==> src/rtl/xvga_timing.sv <==
// rtl/xvga_timing.sv - 1024x768@60 raster timing source with delayed sync/blank and frame tick
// Optional colour-bar test pixel is built only when XVGA_TEST_PATTERN_EN is defined.
module xvga_timing #(
  parameter int H_ACTIVE   = 1024,
  parameter int H_FP       = 24,
  parameter int H_SYNC     = 136,
  parameter int H_BP       = 160,
  parameter int V_ACTIVE   = 768,
  parameter int V_FP       = 3,
  parameter int V_SYNC     = 6,
  parameter int V_BP       = 29,
  parameter int PIPE_DELAY = 2
) (
  input  logic        clock,
  input  logic        reset_n,
  input  logic        run,
  output logic [10:0] hcount,
  output logic [9:0]  vcount,
  output logic        hsync,
  output logic        vsync,
  output logic        blank,
  output logic        hsync_dly,
  output logic        vsync_dly,
  output logic        blank_dly,
  output logic        frame_tick,
  output logic [7:0]  frame_count,
  output logic [11:0] test_pixel
);

  localparam int H_TOTAL = H_ACTIVE + H_FP + H_SYNC + H_BP;
  localparam int V_TOTAL = V_ACTIVE + V_FP + V_SYNC + V_BP;

  localparam logic [10:0] H_LAST   = 11'(H_TOTAL - 1);
  localparam logic [10:0] H_ACT    = 11'(H_ACTIVE);
  localparam logic [10:0] HS_FIRST = 11'(H_ACTIVE + H_FP);
  localparam logic [10:0] HS_LAST  = 11'(H_ACTIVE + H_FP + H_SYNC - 1);
  localparam logic [9:0]  V_LAST   = 10'(V_TOTAL - 1);
  localparam logic [9:0]  V_ACT    = 10'(V_ACTIVE);
  localparam logic [9:0]  VS_FIRST = 10'(V_ACTIVE + V_FP);
  localparam logic [9:0]  VS_LAST  = 10'(V_ACTIVE + V_FP + V_SYNC - 1);

  generate
    if (H_TOTAL > 2048 || V_TOTAL > 1024 || PIPE_DELAY < 1 || PIPE_DELAY > 8) begin : g_bad_param
      $error("xvga_timing: raster totals exceed counter widths or PIPE_DELAY outside 1..8");
    end
  endgenerate

  logic [10:0] r_hcount;
  logic [9:0]  r_vcount;
  logic        r_hsync;
  logic        r_vsync;
  logic        r_blank;
  logic        r_frame_tick;
  logic [7:0]  r_frame_count;
  logic [2:0]  r_pipe [PIPE_DELAY];

  logic [10:0] w_h_nxt;
  logic [9:0]  w_v_nxt;
  logic        w_hsync_nxt;
  logic        w_vsync_nxt;
  logic        w_blank_nxt;
  logic        w_tick_nxt;

  // Decode from the next counter values so sync/blank land in the same cycle as their position.
  always_comb begin
    w_h_nxt = (r_hcount == H_LAST) ? 11'd0 : r_hcount + 11'd1;
    w_v_nxt = r_vcount;
    if (r_hcount == H_LAST) begin
      w_v_nxt = (r_vcount == V_LAST) ? 10'd0 : r_vcount + 10'd1;
    end
    w_hsync_nxt = !((w_h_nxt >= HS_FIRST) && (w_h_nxt <= HS_LAST));
    w_vsync_nxt = !((w_v_nxt >= VS_FIRST) && (w_v_nxt <= VS_LAST));
    w_blank_nxt = (w_h_nxt >= H_ACT) || (w_v_nxt >= V_ACT);
    w_tick_nxt  = (w_h_nxt == 11'd0) && (w_v_nxt == V_ACT);
  end

  always_ff @(posedge clock or negedge reset_n) begin
    if (!reset_n) begin
      r_hcount      <= 11'd0;
      r_vcount      <= 10'd0;
      r_hsync       <= 1'b1;
      r_vsync       <= 1'b1;
      r_blank       <= 1'b0;
      r_frame_tick  <= 1'b0;
      r_frame_count <= 8'd0;
    end else if (run) begin
      r_hcount     <= w_h_nxt;
      r_vcount     <= w_v_nxt;
      r_hsync      <= w_hsync_nxt;
      r_vsync      <= w_vsync_nxt;
      r_blank      <= w_blank_nxt;
      r_frame_tick <= w_tick_nxt;
      if (w_tick_nxt) begin
        r_frame_count <= r_frame_count + 8'd1;
      end
    end else begin
      r_frame_tick <= 1'b0;
    end
  end

  // Stage 0 captures the currently visible undelayed values, so the last stage lags by PIPE_DELAY advances.
  always_ff @(posedge clock or negedge reset_n) begin
    if (!reset_n) begin
      for (int i = 0; i < PIPE_DELAY; i++) begin
        r_pipe[i] <= 3'b111;
      end
    end else if (run) begin
      r_pipe[0] <= {r_hsync, r_vsync, r_blank};
      for (int i = 1; i < PIPE_DELAY; i++) begin
        r_pipe[i] <= r_pipe[i-1];
      end
    end
  end

`ifdef XVGA_TEST_PATTERN_EN
  logic [11:0] r_test_pixel;
  logic [11:0] w_pixel_nxt;

  always_comb begin
    w_pixel_nxt = 12'h000;
    if (!w_blank_nxt) begin
      case (w_h_nxt[9:7])
        3'd0:    w_pixel_nxt = 12'hFFF;
        3'd1:    w_pixel_nxt = 12'hFF0;
        3'd2:    w_pixel_nxt = 12'h0FF;
        3'd3:    w_pixel_nxt = 12'h0F0;
        3'd4:    w_pixel_nxt = 12'hF0F;
        3'd5:    w_pixel_nxt = 12'hF00;
        3'd6:    w_pixel_nxt = 12'h00F;
        default: w_pixel_nxt = 12'h000;
      endcase
    end
  end

  always_ff @(posedge clock or negedge reset_n) begin
    if (!reset_n) begin
      r_test_pixel <= 12'h000;
    end else if (run) begin
      r_test_pixel <= w_pixel_nxt;
    end
  end

  assign test_pixel = r_test_pixel;
`else
  assign test_pixel = 12'h000;
`endif

  assign hcount      = r_hcount;
  assign vcount      = r_vcount;
  assign hsync       = r_hsync;
  assign vsync       = r_vsync;
  assign blank       = r_blank;
  assign frame_tick  = r_frame_tick;
  assign frame_count = r_frame_count;
  assign {hsync_dly, vsync_dly, blank_dly} = r_pipe[PIPE_DELAY-1];

endmodule

==> config.mk <==
export PLATFORM = sky130hd
export DESIGN_NAME = xvga_timing
export DESIGN_NICKNAME = d
export VERILOG_FILES = /design/src/rtl/xvga_timing.sv
export SDC_FILE = /design/constraint.sdc
export NUM_CORES = 1
export LEC_CHECK = 0
export ABC_AREA = 0
export CORE_MARGIN = 2
export CORE_UTILIZATION = 55
export CTS_CLUSTER_SIZE = 8
export DETAILED_ROUTE_END_ITERATION = 16
export GPL_ROUTABILITY_DRIVEN = 0
export MAX_ROUTING_LAYER = met4
export PLACE_DENSITY = 0.84
export SYNTH_ARGS = -nofsm -noshare
export SYNTH_HDL_FRONTEND = slang
export SYNTH_SLANG_ARGS = --single-unit
==> constraint.sdc <==
create_clock -name clock -period 4.7 [get_ports clock]
set_input_delay 0.705 -clock clock [delete_from_list [all_inputs] [get_ports clock]]
set_output_delay 0.705 -clock clock [all_outputs]
set_load 0.05 [all_outputs]
==> impl_summary.log, run 1 <==
[flow] summary of implementation run
INFO  metric outcome = finished, final reports clean
INFO  metric worst_path_largest_cell_delay = 790 ps
INFO  metric timing.critical_path.cells = ha_1 -> and2_1 -> nand4_1 -> xor2_1 -> o211ai_1 -> nor4_1 -> nand3_1 -> xnor2_1
INFO  metric drc = 0
INFO  metric dr.pass1.iters = 4
INFO  metric syn_area = approximately 0.0026 mm2
INFO  metric ys_sh_adder = around 2.9%
INFO  metric drv_slew = 0
INFO  metric dp.final_hpwl = about 3800 um
INFO  metric worstRegToRegCells = 8
INFO  metric avgRoutedWirePerCell = 15.52 um
INFO  metric leakage = 0.001166 uW
INFO  metric timing.hold.worst.start = frame_count[7]
INFO  metric ys_top_logic_family = simple AND/OR/NAND/NOR gates
INFO  metric yosys-stat-cells = 277
INFO  metric initial_drc_count = 176
INFO  metric first_global_vias = between 1.5k and 2k
INFO  metric worstSetupPathType = reg -> reg
INFO  metric postCtsSetupRepairBufs = 0
INFO  metric overflow = 0
INFO  metric critical_path.startpoint = hcount[1]
INFO  metric irDropWorstVdd = 0.4094 mV
INFO  metric maxCapViolations = 0
INFO  metric timing.setup.tns = 0 ps
INFO  metric number_of_buffers_created_by_cts = 5
INFO  metric final_antenna_net_count = 0
INFO  metric floorplan.rows = 25
INFO  metric place_inst = 350
INFO  metric place_area = just under 0.003 mm2
INFO  metric final_period_utilization = 69.16%
INFO  metric slew_headroom = 36.93%
INFO  metric design.final.nets = 312
INFO  metric synth-simple-area-share = roughly a quarter
INFO  metric hold_path_depth = 1
INFO  metric skew = 7.034 ps
INFO  metric synth_top_cell_by_area = sky130_fd_sc_hd__dfrtp_1
INFO  metric synth-seq-cells = 39
INFO  metric synthesis.instances = about 280
INFO  metric largest_net_degree_at_the_start_of_global_routing = ~40
INFO  metric post_layout_nonfiller_instances = 358
INFO  metric flop_cell = sky130_fd_sc_hd__dfrtp_1
INFO  metric path_buffers = 0
INFO  metric hold_buffers = 0
INFO  metric via_per_inst = 6.011
INFO  metric syn2layout_area_growth = 13.58%
INFO  metric cts-htree-levels = 2
INFO  metric nFillCells = 401
INFO  metric cp_max_fo = 16
INFO  metric clock_tree_from_tritoncts = done
INFO  metric clk_pin_slew = 80 ps
INFO  metric clk_path_buf_depth = 2
INFO  metric top_cell_area_share = 29.64%
INFO  metric end_kind = register
INFO  metric report.final.hold_viol_count = 0
INFO  metric grt_usage = a little under a quarter
INFO  metric die_x = 72.99 um
INFO  metric post_cts_resized = 0
INFO  metric synth-edff-count = 0
INFO  metric die_area = 0.005327 mm2
INFO  metric diodes = 0
INFO  metric cts_root_buf = sky130_fd_sc_hd__clkbuf_8
INFO  metric die_height = 72.99 um
INFO  metric total_number_of_cells_along_the_worst_setup_path = 8
INFO  metric worstReg2RegStart = hcount[1]
INFO  metric latest_clock_arrival_within_the_worst_skew_pair = 300 ps
INFO  metric drive_above_1_share = 14.80%
INFO  metric timing.fmax = 307.6 MHz
INFO  metric timing.critical_path.max_delay_family = simple AND/OR/NAND/NOR gates
INFO  metric setup_viol = 0
INFO  metric stdcell_area = 0.002973 mm2
INFO  metric first_pass_grt_wire_length = between 9000 and 10000 um
INFO  metric worst_hold_path_type = reg -> reg
INFO  metric post-route-min-period = 3251 ps
INFO  metric yosys-mux-area-fraction = ~5.2%
INFO  metric clock_sinks = 39
INFO  metric timing.critical_path.slowest_stage_cell = sky130_fd_sc_hd__nor4_1
INFO  metric grt_antenna_before_repair = 0
INFO  metric post_synth_xor_area_fraction = 8.031%
INFO  metric grt_setup_unrepaired = false
INFO  metric worstPathArrival = about 3400 ps
INFO  metric syn-mean-instance-area = 9.449 um2
INFO  metric timing.critical_path.required = slightly below 5000 ps
INFO  metric yosys_warnings = 0
INFO  metric critical_path.startpoint_type = register
INFO  metric power_per_cell_area = 336.1 mW/mm2
INFO  metric netlist_top_cells_count = sky130_fd_sc_hd__dfrtp_1 (31), sky130_fd_sc_hd__nand2_1 (26), sky130_fd_sc_hd__nor2_1 (22)
INFO  metric worst_pin_slew = about 940 ps
INFO  metric yosysMostFrequentCell = sky130_fd_sc_hd__dfrtp_1
INFO  metric seq_area_frac_synth = 37.67%
INFO  metric synth_cell_type_count = 62
INFO  metric synth_compound_gate_area_share = 13.29%
INFO  metric synth_async_sr_flop_share = 100.0%
INFO  metric openroad.warnings = 29
INFO  metric post_synth_main_area_contributors = sky130_fd_sc_hd__dfrtp_1 (30%), sky130_fd_sc_hd__dfstp_2 (8.0%), sky130_fd_sc_hd__xnor2_1 (6.0%)
INFO  metric yosys-stat-area = 0.002618 mm2
run 1: final timing paths:
path	slack [ps]	end
worst max-delay path	1450	frame_count[2]
worst min-delay path	480	frame_count[7]
max in group asynchronous	3670	frame_count[0]
worst max register to register	1450	frame_count[2]
worst min register to register	480	frame_count[7]
min in group asynchronous	500	vcount[4]
run 1: final cells by class:
type | instances | area (um2) | area share, %
Sequential cell | 39 | 985.9 | 33.17
Tap cell | 54 | 67.56 | 2.273
Clock inverter | 3 | 20.02 | 0.6734
Inverter | 4 | 15.01 | 0.5051
Multi-Input combinational cell | 213 | 1425 | 47.94
Clock buffer | 5 | 68.82 | 2.315
Timing Repair Buffer | 40 | 390.4 | 13.13
run 1: worst register-to-register path, cell delays in order, from the launching register on:
cell and delay [ps]:
sky130_fd_sc_hd__dfrtp_1 500, sky130_fd_sc_hd__ha_1 550, sky130_fd_sc_hd__and2_1 280, sky130_fd_sc_hd__nand4_1 130, sky130_fd_sc_hd__xor2_1 320, sky130_fd_sc_hd__o211ai_1 170
sky130_fd_sc_hd__nor4_1 790, sky130_fd_sc_hd__nand3_1 210, sky130_fd_sc_hd__xnor2_1 180
run 1: per-layer routing:
layer	up-vias	wire length (um)	global-route usage [%]
li1	1026	-	-
met1	1058	2456	28.94
met2	61	2743	37.14
met3	7	275	4.558
met4	0	82	8.848
met5	-	0	-
run 1: kinds of logic (layout without fill, tap and decap cells):
family,Yosys count,after routing
and+or+nand+nor,109,109
AOI/OAI and AO/OA,51,51
DFF,39,39
buffers and inverters,36,52
xor gates and xnor gates,24,24
muxes,11,11
adders and majority gates,6,6
other,1,12
run 1: report_power, final:
part / internal (uW) / leakage, uW / switching (uW)
registers: 364 / 0.000487 / 76.4
logic: 118 / 0.000640 / 206
clock network: 103 / 0.0000402 / 132
run 1: through the flow:
stage,setup WS [ps],hold WS [ps],total power (uW)
global placement,1347,461.7,762.9
finish,1449,480.9,999.2
CTS,1495,487.9,1005
detailed placement,1187,477.7,770.4
global route,1125,508.0,1047
floorplan,1663,409.4,707.7
run 1: cells in the final DEF, fill, tap and decap left out, drive strengths merged, types with 5 or more instances in the layout:
master         netlist  layout
conb                 1      12
dfstp                8       8
xor2                 6       6
dfrtp               31      31
nand4               10      10
and4                 5       5
nand3               13      13
mux2                 8       8
nor2                22      22
xnor2               18      18
o21ai               16      16
ha                   6       6
nor3                 5       5
a31oi                7       7
nand2               26      26
clkdlybuf4s50        0      37
and3                 9       9
clkbuf              14       5
run 1: state kept, by name (all words and copies together), names as in the netlist, 3 cells and up:
name         cells
hcount          11
frame_count      8
vcount          10
r_pipe           3
Figure 1. Metal 3 (run 1).
Scale: 6 px per um.
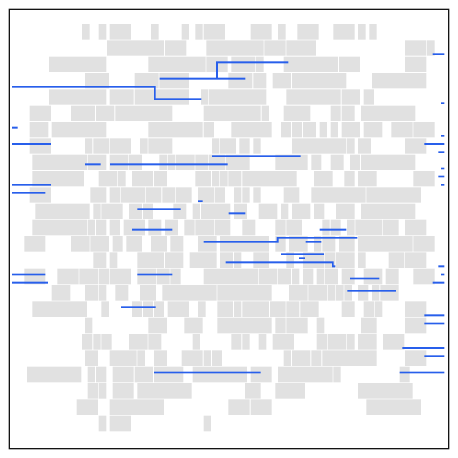
share of all routed wire: 5.0%
nets with wire on the layer: 37
wire length on this layer: 275 um
main direction: horizontal
via count: 2152
total detailed-routing wirelength: 5557 um
global-route met3 utilization: 4.558%

Figure 2. I/O nets highlighted (run 1).
Scale: 4 px per um.
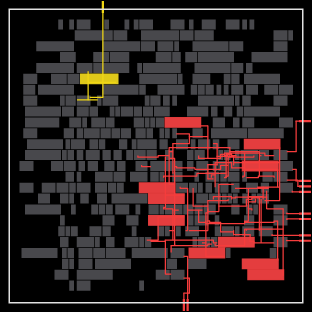
[red] vcount | direction: output | edge: 8 right, 2 bottom | end cells: 10 | buffers: 10 | wire: 677 um
[yellow] hsync | direction: output | edge: top | end cells: 1 | buffers: 1 | wire: 43.9 um
I/O pin count: 51
buffers added on ports: 38

Figure 3. Cell area per tile (run 1).
Scale: 4 px per um. 7 x 7 tiles, from dark blue (low) to red (high), 0 to 100% covered.
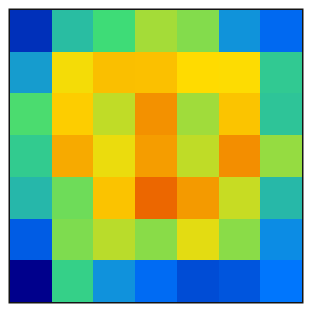
densest ninth of the die: middle
mean over tiles: 55%
tiles over 75% full: 25%
placeable core region: 0.004661 mm2
Pre-Place Util: 56.16%
utilization after layout: 63.79%

Figure 4. Clock wires, drivers and flops (run 1).
Scale: 4 px per um.
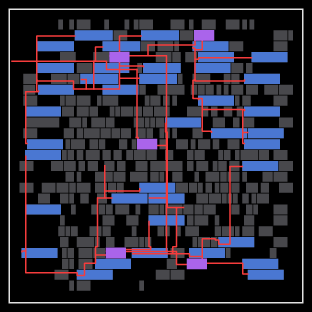

==> run 2: changes to the inputs <==
--- a/config.mk
+++ b/config.mk
@@ -7,12 +7,12 @@
 export LEC_CHECK = 0
 export ABC_AREA = 0
 export CORE_MARGIN = 2
-export CORE_UTILIZATION = 55
+export CORE_UTILIZATION = 47
 export CTS_CLUSTER_SIZE = 8
 export DETAILED_ROUTE_END_ITERATION = 16
 export GPL_ROUTABILITY_DRIVEN = 0
 export MAX_ROUTING_LAYER = met4
-export PLACE_DENSITY = 0.84
+export PLACE_DENSITY = 0.76
 export SYNTH_ARGS = -nofsm -noshare
 export SYNTH_HDL_FRONTEND = slang
 export SYNTH_SLANG_ARGS = --single-unit
==> constraint.sdc (replaced) <==
create_clock -name clock -period 2.69 [get_ports clock]
set_input_delay 0.4035 -clock clock [delete_from_list [all_inputs] [get_ports clock]]
set_output_delay 0.4035 -clock clock [all_outputs]
set_load 0.05 [all_outputs]
Figure 5. Clock wires, drivers and flops (run 2).
Scale: 4 px per um.
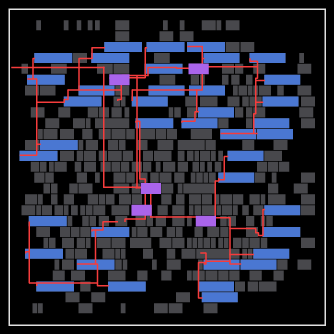
[purple] cells driving clock nets | count: 5
[blue] flip-flops | count: 39
[red] clock wires | length: 515 um
routed clock nets: 6
flops lie: all over the die
Layout Skew: 4.762 ps
power attributed to the clock group: 491 uW
power share of the clock group: 25.4%

==> impl_summary.log, run 2 <==
[flow] summary of implementation run
INFO  metric overflow = 0
INFO  metric flop_cell = sky130_fd_sc_hd__dfrtp_1
INFO  metric worstPathArrival = 2760 ps
INFO  metric syn2layout_area_growth = 26.39%
INFO  metric internal-power = roughly 1200 uW
INFO  metric openroad.warnings = 31
INFO  metric worstRegToRegCells = 7
INFO  metric crit-reg2reg-capture = frame_count[1]
INFO  metric end_kind = register
INFO  metric dr.pass1.iters = 5
INFO  metric synth-edff-count = 0
INFO  metric cts-htree-levels = 2
INFO  metric maxCapViolations = 0
INFO  metric syn-mean-instance-area = 9.449 um2
INFO  metric slew_headroom = between 40% and 50%
INFO  metric cp_max_fo = 8
INFO  metric timing.fmax = 387.8 MHz
INFO  metric pin_count = 51
INFO  metric worst_pin_slew = about 840 ps
INFO  metric final_antenna_net_count = 0
INFO  metric grt_usage = roughly 20%
INFO  metric place_inst = 397
INFO  metric diodes = 0
INFO  metric drc = 0
INFO  metric setup_viol = 0
INFO  metric irDropWorstVdd = between 0.5 and 0.6 mV
INFO  metric netlist_top_cells_count = sky130_fd_sc_hd__dfrtp_1 (31), sky130_fd_sc_hd__nand2_1 (26), sky130_fd_sc_hd__nor2_1 (22)
INFO  metric post_synth_main_area_contributors = sky130_fd_sc_hd__dfrtp_1 (30%), sky130_fd_sc_hd__dfstp_2 (8.0%), sky130_fd_sc_hd__xnor2_1 (6.0%)
INFO  metric post-route-min-period = about 2600 ps
INFO  metric yosys_warnings = 0
INFO  metric first_pass_grt_wire_length = about 9900 um
INFO  metric design.final.nets = 346
INFO  metric critical_path.startpoint = hcount[6]
INFO  metric netSwitchingFraction = 37.92%
INFO  metric seq_area_frac_synth = 37.67%
INFO  metric synth_async_sr_flop_share = 100.0%
INFO  metric latest_clock_arrival_within_the_worst_skew_pair = 290 ps
INFO  metric drv_slew = 0
INFO  metric clk_pin_slew = 80 ps
INFO  metric die_area = approximately 0.006 mm2
INFO  metric clk_path_buf_depth = 2
INFO  metric yosys-stat-cells = 277
INFO  metric synth_top_cell_by_area = sky130_fd_sc_hd__dfrtp_1
INFO  metric setup.worst_path.end = frame_count[1]
INFO  metric worst_hold_path_type = in -> async
INFO  metric drive_above_1_share = around 28%
INFO  metric floorplan.rows = 27
INFO  metric final_period_utilization = 95.85%
INFO  metric power.total = 1932 uW
INFO  metric die_x = approximately 80 um
INFO  metric combinationalPowerShare = about 38%
INFO  metric via_per_inst = 5.480
INFO  metric buffers_added_on_ports = 38
INFO  metric initial_drc_count = around 230
INFO  metric largest_reg_flops = 11
INFO  metric hold_buffers = 0
INFO  metric die_height = between 70 and 80 um
INFO  metric synth_cell_type_count = 62
INFO  metric yosys-stat-area = roughly 0.0026 mm2
INFO  metric number_of_buffers_created_by_cts = 5
INFO  metric detailroute.via_count = about 2.2k
INFO  metric avgRoutedWirePerCell = 14.00 um
INFO  metric timing.critical_path.required = 2870 ps
INFO  metric p_seq_share = 36.6%
INFO  metric worstReg2RegStart = hcount[6]
INFO  metric largest_net_degree_at_the_start_of_global_routing = about 40
INFO  metric cts_root_buf = sky130_fd_sc_hd__clkbuf_8
INFO  metric worstSetupPathType = reg -> reg
INFO  metric power_per_cell_area = 583.9 mW/mm2
INFO  metric top_cell_area_share = between 20% and 30%
INFO  metric grt_antenna_before_repair = 0
INFO  metric reg2reg_setup_slack = about 110 ps
INFO  metric clock_sinks = 39
INFO  metric grt_setup_unrepaired = true
INFO  metric yosysMostFrequentCell = sky130_fd_sc_hd__dfrtp_1
INFO  metric outcome = finished, final reports clean
INFO  metric synth-seq-cells = 39
INFO  metric layout.cells.most_common_list = sky130_fd_sc_hd__clkdlybuf4s50_1 (37), sky130_fd_sc_hd__buf_4 (36), sky130_fd_sc_hd__nand2_1 (26), sky130_fd_sc_hd__nor2_1 (22), sky130_fd_sc_hd__dfrtp_1 (21)
INFO  metric first_global_vias = 2120
INFO  metric clock_tree_from_tritoncts = done
INFO  metric drt_wl_total = 5742 um
INFO  metric synthesis.instances = 277
INFO  metric mostFrequentLayoutCell = sky130_fd_sc_hd__clkdlybuf4s50_1
INFO  metric total_switching_power = 732.4 uW
INFO  metric critical_path.startpoint_type = register
INFO  metric dp.final_hpwl = 4085 um
INFO  metric report.final.hold_viol_count = 0
INFO  metric syn_area = 0.002618 mm2
INFO  metric leakage = 0.001342 uW
INFO  metric post_layout_nonfiller_instances = 410
Figure 6. Cell area per tile (run 2).
Scale: 4 px per um. 8 x 8 tiles, from dark blue (low) to red (high), 0 to 100% covered.
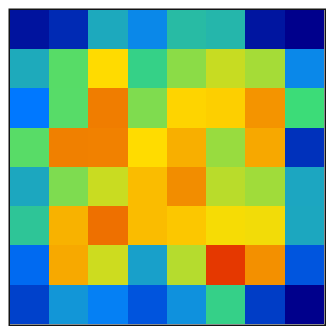
nearly empty tiles: 3.1%
mean over tiles: 52%
tiles over 75% full: 30%
densest ninth of the die: middle
placeable core region: 0.005439 mm2
utilization after layout: 60.82%
Pre-Place Util: 48.13%

[run 2: logic make-up after synthesis]
family	count (synthesis)	share of synthesized area (%)
flops	39	37.67
buf+inv	36	9.464
fa+ha+maj	6	2.868
xor+xnor	24	8.031
compound gates	51	13.29
simple gates	109	23.33
mux	11	5.210
other cells	1	0.1433
[run 2: power by group through the flow]
| stage | Sequential, uW | Clock, uW | Combinational, uW |
|---|---|---|---|
| finish | 707 | 491 | 733 |
| floorplan | 864 | 0 | 382 |
| CTS | 705 | 509 | 732 |
| detailed placement | 717 | 0 | 728 |
| global placement | 714 | 0 | 723 |
| global route | 715 | 532 | 787 |
[run 2: metal layers]
metal	share of wire, %	vias up	track usage [%]
met5	0	-	-
met4	2.4	0	7.719
met3	5.6	14	3.333
met2	47	82	30.94
met1	45	1061	27.69
li1	-	1090	-
[run 2: final cells by class]
cell class / count / area [um2]
Clock inverter: 3 / 43.79
Clock buffer: 5 / 68.82
Timing Repair Buffer: 74 / 645.6
Inverter: 4 / 15.01
Tap cell: 72 / 90.09
Sequential cell: 39 / 998.5
Multi-Input combinational cell: 213 / 1446
Fill cell: 464 / 2131
[run 2: stage by stage]
step,worst slack [ps],hold WS [ps],TNS (ps),area (um2)
after global placement,105.8,460.3,0,3148
final,111.5,211.0,0,3308
after floorplan,-124.6,107.9,-124.6,2683
after CTS,61.58,242.1,0,3261
after global routing,-10.62,276.2,-10.62,3308
after detailed placement,65.10,469.7,0,3148
[run 2: worst min path at each step]
| stage | start | to | slack, ps | cells past startpoint |
|---|---|---|---|---|
| 6_report | reset_n | hcount[5] | 210 | 1 |
| 5_1_grt | reset_n | hcount[8] | 280 | 1 |
| 4_1_cts | reset_n | hcount[3] | 240 | 1 |
| 3_5_place_dp | frame_count[7] | frame_count[7] | 470 | 1 |
| 3_3_place_gp | frame_count[7] | frame_count[7] | 460 | 1 |
| 2_1_floorplan | reset_n | blank | 110 | 0 |
[run 2: timing repair]
action                     CTS  global route
resized                      0             4
setup endpoints to repair    0             1
setup buffers                0             5
[run 2: worst max-delay path: stages, from the launching register on]
cell                      delay (ps)
sky130_fd_sc_hd__dfrtp_2         470
sky130_fd_sc_hd__nor4b_4         420
sky130_fd_sc_hd__and4_4          320
sky130_fd_sc_hd__o21ai_2          60
sky130_fd_sc_hd__a21o_1          170
sky130_fd_sc_hd__or4_4           490
sky130_fd_sc_hd__nor3b_4         230
sky130_fd_sc_hd__mux2_4          310
Figure 7. Metal 3 (run 2).
Scale: 6 px per um.
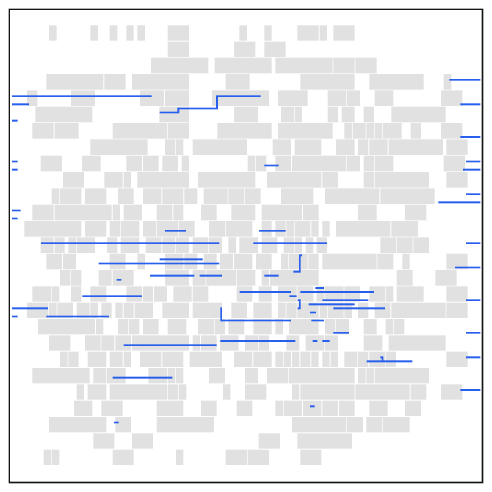

==> run 3: changes to the inputs <==
--- a/config.mk
+++ b/config.mk
@@ -7,12 +7,13 @@
 export LEC_CHECK = 0
 export ABC_AREA = 0
 export CORE_MARGIN = 2
-export CORE_UTILIZATION = 47
+export CORE_UTILIZATION = 55
 export CTS_CLUSTER_SIZE = 8
 export DETAILED_ROUTE_END_ITERATION = 16
 export GPL_ROUTABILITY_DRIVEN = 0
 export MAX_ROUTING_LAYER = met4
-export PLACE_DENSITY = 0.76
+export PLACE_DENSITY = 0.84
+export SLEW_MARGIN = 40
 export SYNTH_ARGS = -nofsm -noshare
 export SYNTH_HDL_FRONTEND = slang
 export SYNTH_SLANG_ARGS = --single-unit
==> constraint.sdc (replaced) <==
create_clock -name clock -period 3 [get_ports clock]
set_input_delay 0.45 -clock clock [delete_from_list [all_inputs] [get_ports clock]]
set_output_delay 0.45 -clock clock [all_outputs]
set_load 0.05 [all_outputs]
Figure 8. Metal 3 (run 3).
Scale: 6 px per um.
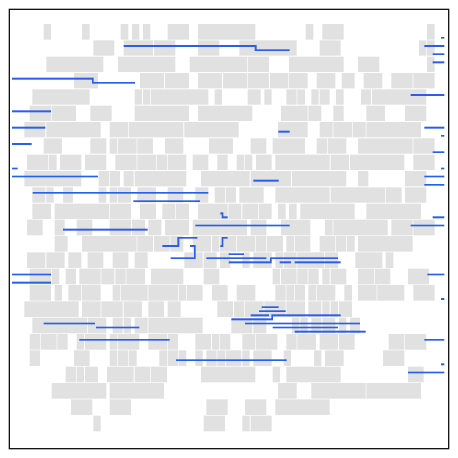
longest straight run: 29.0 um
share of all routed wire: 6.6%
main direction: horizontal
nets with wire on the layer: 46
wire length on this layer: 380 um
via count: 2195
total detailed-routing wirelength: 5748 um
global-route met3 utilization: 6.077%

Figure 9. Clock wires, drivers and flops (run 3).
Scale: 4 px per um.
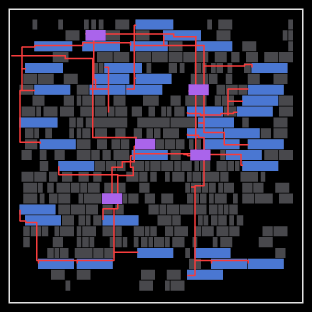
[blue] flip-flops | count: 39
[red] clock wires | length: 539 um
[purple] cells driving clock nets | count: 5
routed clock nets: 6
flops lie: all over the die
Layout Skew: 9.455 ps
power share of the clock group: 22.5%

==> impl_summary.log, run 3 <==
[flow] summary of implementation run
INFO  metric outcome = finished, final reports clean
INFO  metric worst_pin_slew = 517.7 ps
INFO  metric clk_pin_slew = ~80 ps
INFO  metric dr.pass1.iters = 4
INFO  metric largest_net_degree_at_the_start_of_global_routing = about 40
INFO  metric combinationalPowerShare = 37.5%
INFO  metric clk_path_buf_depth = 2
INFO  metric setup_viol = 0
INFO  metric via_per_inst = a little under 6
INFO  metric finalHoldWorstSlack = 108.6 ps
INFO  metric initial_drc_count = 161
INFO  metric openroad.warnings = 30
INFO  metric die_height = 72.99 um
INFO  metric place_ws = around 210 ps
INFO  metric worstSetupPathType = reg -> reg
INFO  metric cts_root_buf = sky130_fd_sc_hd__clkbuf_8
INFO  metric place_inst = 365
INFO  metric power_per_cell_area = 520.9 mW/mm2
INFO  metric groute.layer.met1.usage = 31.21%
INFO  metric timing.setup.tns = 0 ps
INFO  metric yosys-stat-cells = 277
INFO  metric yosys_warnings = 0
INFO  metric timing.critical_path.max_delay_family = simple AND/OR/NAND/NOR gates
INFO  metric grtUsageMet2 = between 30% and 40%
INFO  metric post_layout_nonfiller_instances = 373
INFO  metric p_seq_share = 40.0%
INFO  metric grt_setup_unrepaired = false
INFO  metric leakage = 0.001241 uW
INFO  metric seq_area_frac_synth = 37.67%
INFO  metric critical_path.startpoint_type = register
INFO  metric grt-busiest-layer = met2
INFO  metric yosysMostFrequentCell = sky130_fd_sc_hd__dfrtp_1
INFO  metric die_area = 0.005327 mm2
INFO  metric buffers_added_on_ports = 38
INFO  metric timing.critical_path.slowest_stage_cell = sky130_fd_sc_hd__dfrtp_1
INFO  metric grt_antenna_before_repair = 0
INFO  metric diodes = 0
INFO  metric syn-mean-instance-area = 9.449 um2
INFO  metric synth-seq-cells = 39
INFO  metric synth-edff-count = 0
INFO  metric post-route-min-period = 2805 ps
INFO  metric floorplan.initialDensity = 56.16%
INFO  metric internal-power = 954.5 uW
INFO  metric maxCapViolations = 0
INFO  metric syn2layout_area_growth = 18.31%
INFO  metric irDropWorstVdd = 0.5511 mV
INFO  metric worst_path_largest_cell_delay = 550 ps
INFO  metric worstPathArrival = 3000 ps
INFO  metric top_cell_area_share = between 20% and 30%
INFO  metric synthesis.instances = 277
INFO  metric design.final.nets = 327
INFO  metric cts-htree-levels = 2
INFO  metric synth_top_cell_by_area = sky130_fd_sc_hd__dfrtp_1
INFO  metric number_of_buffers_created_by_cts = 5
INFO  metric reg2reg_setup_slack = between 150 and 200 ps
INFO  metric final_antenna_net_count = 0
INFO  metric clock_tree_from_tritoncts = done
INFO  metric postCtsSetupRepairBufs = 0
INFO  metric latest_clock_arrival_within_the_worst_skew_pair = 300 ps
INFO  metric synth_async_sr_flop_share = 100.0%
INFO  metric drc = 0
INFO  metric pin_count = 51
INFO  metric overflow = 0
INFO  metric flop_cell = sky130_fd_sc_hd__dfrtp_1
INFO  metric netSwitchingFraction = 40.83%
INFO  metric dp.final_hpwl = 4033 um
INFO  metric clock_sinks = 39
INFO  metric grt_usage = 23.79%
INFO  metric worst_hold_path_type = in -> async
INFO  metric final_period_utilization = 93.50%
INFO  metric cp_max_fo = 12
INFO  metric timing.critical_path.cells = and4_2 -> and4_4 -> o21ai_2 -> a21o_1 -> or4_4 -> nor3b_4 -> mux2_4
INFO  metric netlist_top_cells_count = sky130_fd_sc_hd__dfrtp_1 (31), sky130_fd_sc_hd__nand2_1 (26), sky130_fd_sc_hd__nor2_1 (22)
INFO  metric post-route-worst-setup-slack = 194.9 ps
INFO  metric path_buffers = 0
INFO  metric synth_cell_type_count = 62
INFO  metric syn_area = between 0.002 and 0.003 mm2
INFO  metric total_switching_power = 658.6 uW
INFO  metric first_pass_grt_wire_length = 9570 um
INFO  metric layout.cells.most_common_list = sky130_fd_sc_hd__clkdlybuf4s50_1 (37), sky130_fd_sc_hd__dfrtp_1 (31), sky130_fd_sc_hd__nand2_1 (26), sky130_fd_sc_hd__nor2_1 (22)
INFO  metric core_region_area = ~0.0047 mm2
INFO  metric first_global_vias = 1968
INFO  metric timing.critical_path.required = 3190 ps
INFO  metric mostFrequentLayoutCell = sky130_fd_sc_hd__clkdlybuf4s50_1
INFO  metric post_synth_main_area_contributors = sky130_fd_sc_hd__dfrtp_1 (30%), sky130_fd_sc_hd__dfstp_2 (8.0%), sky130_fd_sc_hd__xnor2_1 (6.0%)
INFO  metric end_kind = register
INFO  metric floorplan.rows = 25
INFO  metric yosys-stat-area = about 0.0026 mm2
INFO  metric drv_slew = 0
INFO  metric die_x = 72.99 um
INFO  metric report.final.hold_viol_count = 0
INFO  metric slew_headroom = 65.38%
run 3: cells by family after synthesis:
family | share of synthesized area, %
mux | 5.210
buf+inv | 9.464
flops | 37.67
simple gates | 23.33
compound gates | 13.29
xor+xnor | 8.031
other cells | 0.1433
fa+ha+maj | 2.868
run 3: repair_timing:
item                                    in CTS  in global routing
endpoints found under the hold margin        0                  0
resized                                      0                  1
endpoints found under the setup margin       0                  1
hold buffers                                 0                  0
run 3: worst paths after layout:
path	from	endpoint	depth (start not counted)
setup / recovery	hcount[2]	frame_count[1]	7
hold / removal	reset_n	vcount[9]	1
setup reg to reg	hcount[2]	frame_count[1]	7
hold reg to reg	frame_count[7]	frame_count[7]	1
max in group asynchronous	reset_n	blank_dly	1
min in group clock	frame_count[7]	frame_count[7]	1
run 3: metal layers:
| layer | wire [um] | share of wire (%) |
|---|---|---|
| met1 | 2500 | 43 |
| met3 | 379 | 6.6 |
| met4 | 86 | 1.5 |
| met5 | 0 | 0 |
| met2 | 2782 | 48 |
run 3: final cells by class:
| class | instances | area (um2) |
|---|---|---|
| Sequential cell | 39 | 985.9 |
| Tap cell | 54 | 67.56 |
| Inverter | 4 | 15.01 |
| Multi-Input combinational cell | 213 | 1434 |
| Clock buffer | 5 | 68.82 |
| Clock inverter | 3 | 20.02 |
| Timing Repair Buffer | 55 | 505.5 |
| Fill cell | 402 | 1564 |
run 3: through the flow:
step,area (um2),power [uW]
after floorplan,2665,1109
after global placement,3003,1244
after detailed placement,3005,1256
after CTS,3094,1620
after global routing,3097,1697
final,3097,1613
run 3: power groups by stage:
| stage | clock network [uW] | logic (uW) | registers, uW |
|---|---|---|---|
| detailed placement | 0 | 602 | 654 |
| global route | 394 | 648 | 655 |
| global placement | 0 | 595 | 650 |
| CTS | 371 | 605 | 644 |
| finish | 363 | 605 | 646 |
| floorplan | 0 | 340 | 769 |
Power is estimated from default activity; no workload was simulated.
